Fig. 1: run 1, clock network drawn from the DEF
The bar under the picture is 20 µm long.
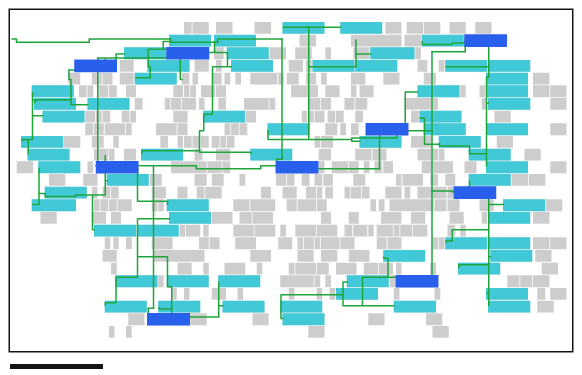
Fig. 2: run 1, where the registers sit
Other sequential cells in the stronger grey, the rest of the logic in the fainter grey.
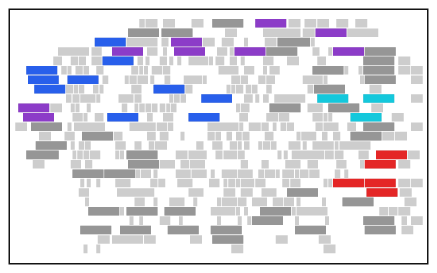
Fig. 3: run 1, routed metal, one colour a layer
The bar under the picture is 20 µm long.
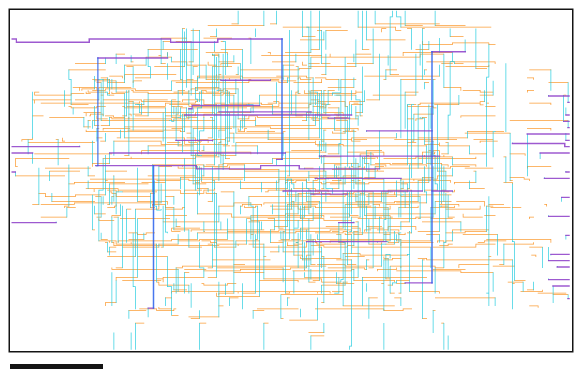
==> config.mk <==
export PLATFORM = sky130hd
export DESIGN_NAME = hdmi_timing_gen_flat
export DESIGN_NICKNAME = d
export VERILOG_FILES = /design/src/rtl/hdmi_timing_pkg.sv /design/src/rtl/hdmi_timing_gen_if.sv /design/src/rtl/timing_axis.sv /design/src/rtl/hdmi_timing_gen.sv /design/src/flat_wrapper.sv
export SDC_FILE = /design/constraint.sdc
export NUM_CORES = 1
export LEC_CHECK = 0
export ABC_AREA = 0
export CAP_MARGIN = 0
export CORE_ASPECT_RATIO = 0.6
export CORE_UTILIZATION = 40
export CTS_BUF_LIST = sky130_fd_sc_hd__clkbuf_8 sky130_fd_sc_hd__clkbuf_16
export CTS_CLUSTER_DIAMETER = 120
export CTS_CLUSTER_SIZE = 20
export DETAILED_ROUTE_END_ITERATION = 12
export SLEW_MARGIN = 20
export SYNTH_ARGS = -nofsm -noshare
export SYNTH_HDL_FRONTEND = slang
export SYNTH_SLANG_ARGS = --single-unit
==> constraint.sdc <==
create_clock -name pixel_clk -period 2.9 [get_ports pixel_clk]
set_clock_uncertainty 0.05 [all_clocks]
set_input_delay 0.58 -clock pixel_clk [delete_from_list [all_inputs] [get_ports pixel_clk]]
set_output_delay 0.58 -clock pixel_clk [all_outputs]
set_load 0.01 [all_outputs]
==> flow_metrics.tcl, run 1 <==
# collected from the flow reports
set metrics [dict create \
    status "completed" \
    seq_cells 65 \
    maxCapViolCount 0 \
    syn_area_per_cell_um2 10.3 \
    synthFlopType "dfrtp_1" \
    ys_sh_adder_pct 4.81 \
    viasPerCell 5.16 \
    grt_pass1_vias 2374 \
    route.detailed.drc 0 \
    cts-resized-gates 0 \
    edf_count 0 \
    drt_pre_antenna_iters 4 \
    lay_top_count "dfrtp_1" \
    buf_share_pct 12.1 \
    critPathCaptureType "register" \
    relSlewSlack_pct 48.3 \
    portBuffers 46 \
    place_congestion 0.896 \
    simple_gate_area_share_pct 22.1 \
    ys_seq_share_pct 48.2 \
    reg2reg_setup_slack_ns 0.41 \
    layout.area.comb_mm2 0.00155 \
    rows 25 \
    synth_xor_xnor_area_share_pct 5.96 \
    clockRootBuffer "clkbuf_16" \
    biggestCellCategory "flip-flops and latches" \
    hold_violations 0 \
    core_mm2 0.00804 \
    grt_max_degree 34 \
    numSynthFlops 65 \
    arrival_ns 2.63 \
    path_class "reg2reg" \
    hold-path-cell-count 1 \
    clkbuf_count 9 \
    antenna_found_initial 0 \
    wirelength_met1_um 4040 \
    die_area_mm2 0.00884 \
    finalCriticalPeriod_ns 2.49 \
    cts_buffers 9 \
    synth_top_area_share_pct 46.6 \
    use_met1_pct 30.2 \
    p_per_area_mw_per_mm2 500 \
    top_layer "met4" \
    drv_slew 0 \
    diodes 0 \
    wl_met2_um 2820 \
    num-multi-input-gates 226 \
    top_area_cell "dfrtp_1" \
    cts_hold_buf 1 \
    n_all_inverters 16 \
    ys_warn_count 0 \
    setup_tns_ns 0 \
    taps 108 \
    synthCells 327 \
    drt_iter0_drc 196 \
    synthTopCellsByCount "63 x dfrtp_1, 47 x nor2_1, 21 x nand2_1" \
    yosys.area_share.aoi_pct 12.9 \
    grt_overflow 0 \
    warning_count 35 \
    layout_top_cells "63 x dfrtp_1, 47 x nor2_1, 45 x clkdlybuf4s50_1, 21 x nand2_1, 19 x xnor2_1" \
    htreeDepth 3 \
    fp_util_pct 42.1 \
    grt_first_pass_wirelength_um 12600 \
    clkLatencyLatePin_ns 0.34 \
    p_leak_nw 1.86 \
    syn_to_final_growth_pct 24.5 \
    yosysChipArea_mm2 0.00338 \
    antenna_left 0 \
    timing.fmax_mhz 401 \
    non_clock_buffer_count 53 \
    met2_usage_pct 23.4 \
    fillers 735 \
    syn_area_mm2 0.00338 \
    final.setup.worst_slack_ns 0.408 \
    p_total_w 0.00211 \
    top_cell "dfrtp_1" \
    pre_cts_slack_ns 0.428 \
    top_cells_by_area "dfrtp_1 47%, nor2_1 5.2%, xnor2_1 4.9%" \
    hpwl_um 5560 \
    start_kind "register" \
    cts_buffer_depth 2 \
    synthTopLogicFamily "simple AND/OR/NAND/NOR gates" \
    path_max_fanout 10 \
    dieHeight_um 73.2 \
    comb_share_pct 36.9 \
    finalSetupViolations 0 \
    cts_tree "yes" \
    cts.sinks 65 \
    drive_gt1_share_pct 13.3 \
    tightest_slew_ns 0.775 \
    async_reset_ff_share_pct 100 \
    worstPathRequired_ns 3.04 \
    ys_sh_mux_pct 0 \
    grt.met3_usage_pct 6.33 \
    vdd_drop_max_v 0.000260 \
    path_clk_slew_ns 0.06 \
    reg2reg_depth 7 \
    ys_types 69 \
    fin_crit_sh_pct 85.9 \
]
About Fig. 1:
Key: clock wires = green [length 891 µm]; cells driving clock nets = blue [count 9]; flip-flops = cyan [count 65]
There are 10 routed clock nets. Position of the flops: widely spread.
Clk. pwr: 0.00115 W
clock power share: 54.6%

About Fig. 2:
Key: `u_core.bus.period` = cyan [placed flops 3]; `u_core.u_v_axis.cnt` = blue [placed flops 10]; `u_core.bus.di_pkt` = red [placed flops 5]; `u_core.bus.sy` = purple [placed flops 9]
Flop area: 0.00163 mm²
sequential cell power: 0.000915 W
final core occ: 52.4%

About Fig. 3:
Key: met4 = blue [wire length 129 µm]; met2 = cyan [wire length 2820 µm]; met3 = purple [wire length 502 µm]; met1 = orange [wire length 4040 µm]
DR WL/cell: 15.5 µm
GRT Util Overall: 19.3%
vias post-DR: 2499
total routed wirelength: 7480 µm

==> run 1: critical path, stage by stage (launching register included) <==
cell and delay [ns]:
dfrtp_1 0.59, inv_1 0.20, ha_1 0.29, o21a_1 0.16
a2111oi_2 0.53, o21ai_1 0.26, nand2_1 0.12, o221ai_1 0.14
==> run 1: power breakdown <==
part           internal [W]  switching [W]  leakage [nW]
clock network      0.000751       0.000400         0.155
logic             0.0000139      0.0000270         0.830
registers          0.000913     0.00000208         0.871
==> run 1: stage by stage <==
stage / util [%] / cell area, µm² / cells / hold WS [ns]
global placement: 48.2 / 3880 / 467 / 0.320
CTS: 52.4 / 4210 / 484 / 0.440
finish: 52.4 / 4210 / 484 / 0.424
global route: 52.4 / 4210 / 484 / 0.470
detailed placement: 48.2 / 3880 / 467 / 0.320
floorplan: - / 3380 / 328 / 0.234
==> inputs of run 2 (changes only) <==
--- a/config.mk
+++ b/config.mk
@@ -13,6 +13,7 @@
 export CTS_CLUSTER_DIAMETER = 120
 export CTS_CLUSTER_SIZE = 20
 export DETAILED_ROUTE_END_ITERATION = 12
+export RECOVER_POWER = 100
 export SLEW_MARGIN = 20
 export SYNTH_ARGS = -nofsm -noshare
 export SYNTH_HDL_FRONTEND = slang
Fig. 4: run 2, ports around the boundary
Pins as bars across the die edge, other pins in grey.
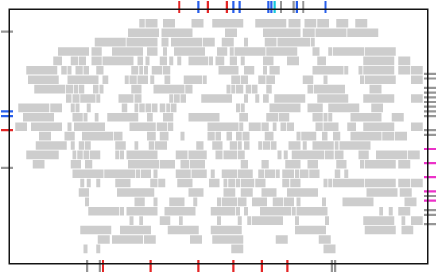
Key: `bus_di_req` = cyan [pins 1, direction input, edge north]; `bus_sy` = blue [pins 9, direction output, edge 7 north, 2 west]; `bus_di_pkt` = magenta [pins 5, direction output, edge east]; `bus_sx` = red [pins 10, direction output, edge 6 south, 3 north, 1 west]
All pins by edge: 20 east, 14 north, 10 south, 5 west.
port buffer count: 46
DIE WIDTH: 121 µm
die span in y: 73.2 µm

Fig. 5: run 2, routed metal, one colour a layer
The bar under the picture is 20 µm long.
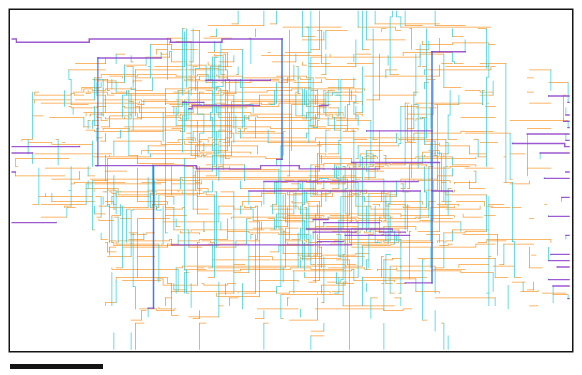
Key: met4 = blue [wire length 129 µm]; met3 = purple [wire length 498 µm]; met2 = cyan [wire length 2810 µm]; met1 = orange [wire length 4060 µm]
vias post-DR: 2488
total routed wirelength: 7500 µm

==> run 2 against run 1 <==
The run now ends with capacitance limit, slew limit left. First-iteration DRC count is 12% lower. Fmax is 3.1% lower. Cell count stayed put. Utilization is 0.37 points lower. Worst setup slack worse by 0.079 ns. Total power is 0.12% lower. Combinational power is 9.1% lower. Critical endpoint is now u_core.u_v_axis.cnt[2]$_DFFE_PN0P_. Highest routed layer unchanged.
==> flow_metrics.tcl, run 2 <==
# collected from the flow reports
set metrics [dict create \
    cts.sinks 65 \
    synthCells 327 \
    syn_area_mm2 0.00338 \
    cts_hold_buf 1 \
    drt_pre_antenna_iters 4 \
    ys_seq_share_pct 48.2 \
    critPathCaptureType "register" \
    synth_xor_xnor_area_share_pct 5.96 \
    antenna_left 0 \
    top_cell "dfrtp_1" \
    simple_gate_area_share_pct 22.1 \
    maxCapViolCount 2 \
    cts_buffer_depth 2 \
    drive_gt1_share_pct 10.6 \
    layout.cells.non_filler 484 \
    hold_violations 0 \
    syn_to_final_growth_pct 23.6 \
    drt-wirelength-per-cell_um 15.5 \
    drv_slew 66 \
    clkLatencyLatePin_ns 0.34 \
    finalCriticalPeriod_ns 2.57 \
    async_reset_ff_share_pct 100 \
    viasPerCell 5.14 \
    antenna_found_initial 0 \
    relSlewSlack_pct -13.9 \
    fin_crit_sh_pct 88.7 \
    path_max_fanout 10 \
    post_cts_buffers 0 \
    route.detailed.drc 0 \
    grt_pass1_vias 2374 \
    clockRootBuffer "clkbuf_16" \
    htreeDepth 3 \
    p_leak_nw 1.96 \
    yosys.area_share.aoi_pct 12.9 \
    worstPathRequired_ns 3.05 \
    rows 25 \
    whs_ns 0.428 \
    reg2reg_setup_slack_ns 0.33 \
    p_per_area_mw_per_mm2 503 \
    core_mm2 0.00804 \
    reg2reg_depth 8 \
    lay_top_count "dfrtp_1" \
    wirelength_met1_um 4060 \
    grt_overflow 0 \
    edf_count 0 \
    final.setup.worst_slack_ns 0.329 \
    yosysChipArea_mm2 0.00338 \
    pre_cts_slack_ns 0.428 \
    dpl_cell_area_mm2 0.00388 \
    use_met1_pct 30.2 \
    regArea_mm2 0.00163 \
    vdd_drop_max_v 0.000260 \
    grt_usage_pct 19.3 \
    dp.cells 467 \
    layout_top_cells "63 x dfrtp_1, 48 x nor2_1, 46 x dlygate4sd3_1, 21 x nand2_1" \
    hold-path-cell-count 1 \
    grt_first_pass_wirelength_um 12600 \
    ys_warn_count 0 \
    wl_met2_um 2810 \
    violations "capacitance limit, slew limit" \
    ys_types 69 \
    finalSetupViolations 0 \
    fillers 748 \
    p_total_w 0.00210 \
    die_area_mm2 0.00884 \
    place_congestion 0.896 \
    met2_usage_pct 23.4 \
    timing.fmax_mhz 389 \
    drt_iter0_drc 172 \
    top_cells_by_area "dfrtp_1 47%, nor2_1 5.2%, xnor2_1 4.9%" \
    grt.met3_usage_pct 6.33 \
    start_kind "register" \
    pin_count 49 \
    ys_sh_mux_pct 0 \
    synth_top_area_share_pct 46.6 \
    final_area_mm2 0.00418 \
    rsz0062_at_grt "false" \
    busiest_layer "met1" \
    warning_count 35 \
    arrival_ns 2.72 \
    fin_util_pct 52.0 \
    hpwl_um 5560 \
    numSynthFlops 65 \
    syn_area_per_cell_um2 10.3 \
    path_class "reg2reg" \
    setup_tns_ns 0 \
    tightest_slew_ns 1.71 \
    ys_sh_adder_pct 4.81 \
    cts_buffers 9 \
    hp-class "reg2reg" \
    layout.area.comb_mm2 0.00154 \
    fp_util_pct 42.1 \
    status "finished with violations" \
    diodes 0 \
    wl_met3_um 497 \
    cts-resized-gates 0 \
    path_clk_slew_ns 0.06 \
    synthTopCellsByCount "63 x dfrtp_1, 47 x nor2_1, 21 x nand2_1" \
    synthTopLogicFamily "simple AND/OR/NAND/NOR gates" \
    grt_max_degree 34 \
    layout.nets 387 \
    top_area_cell "dfrtp_1" \
    synthFlopType "dfrtp_1" \
    yosys-stat-cells 327 \
    top_layer "met4" \
    cts_tree "yes" \
]
-- run 2: cell counts after synthesis --
Identical to the previous run, type by type.
-- run 2: power by group --
part	total [W]	switching, W	internal [W]
combinational	0.0000371	0.0000266	0.0000105
sequential	0.000915	0.00000187	0.000913
clock	0.00115	0.000402	0.000751
-- run 2: critical path: stages (launching register included) --
cell and delay, ns:
dfrtp_1 0.53, inv_1 0.22, ha_1 0.29, nand3_1 0.16
nor4_4 0.42, clkbuf_1 0.43, o21ai_0 0.16, nand2_1 0.09
o21ai_0 0.08
-- run 2: layout make-up --
class	count	share of cell area, %
inverters	16	1.44
flip-flops and latches	65	39.0
clock buffers	9	5.39
repair buffers	53	11.7
clock inverters	7	2.28
well taps	108	3.23
multi-input cells	226	36.9
Power is estimated from default activity; no workload was simulated.
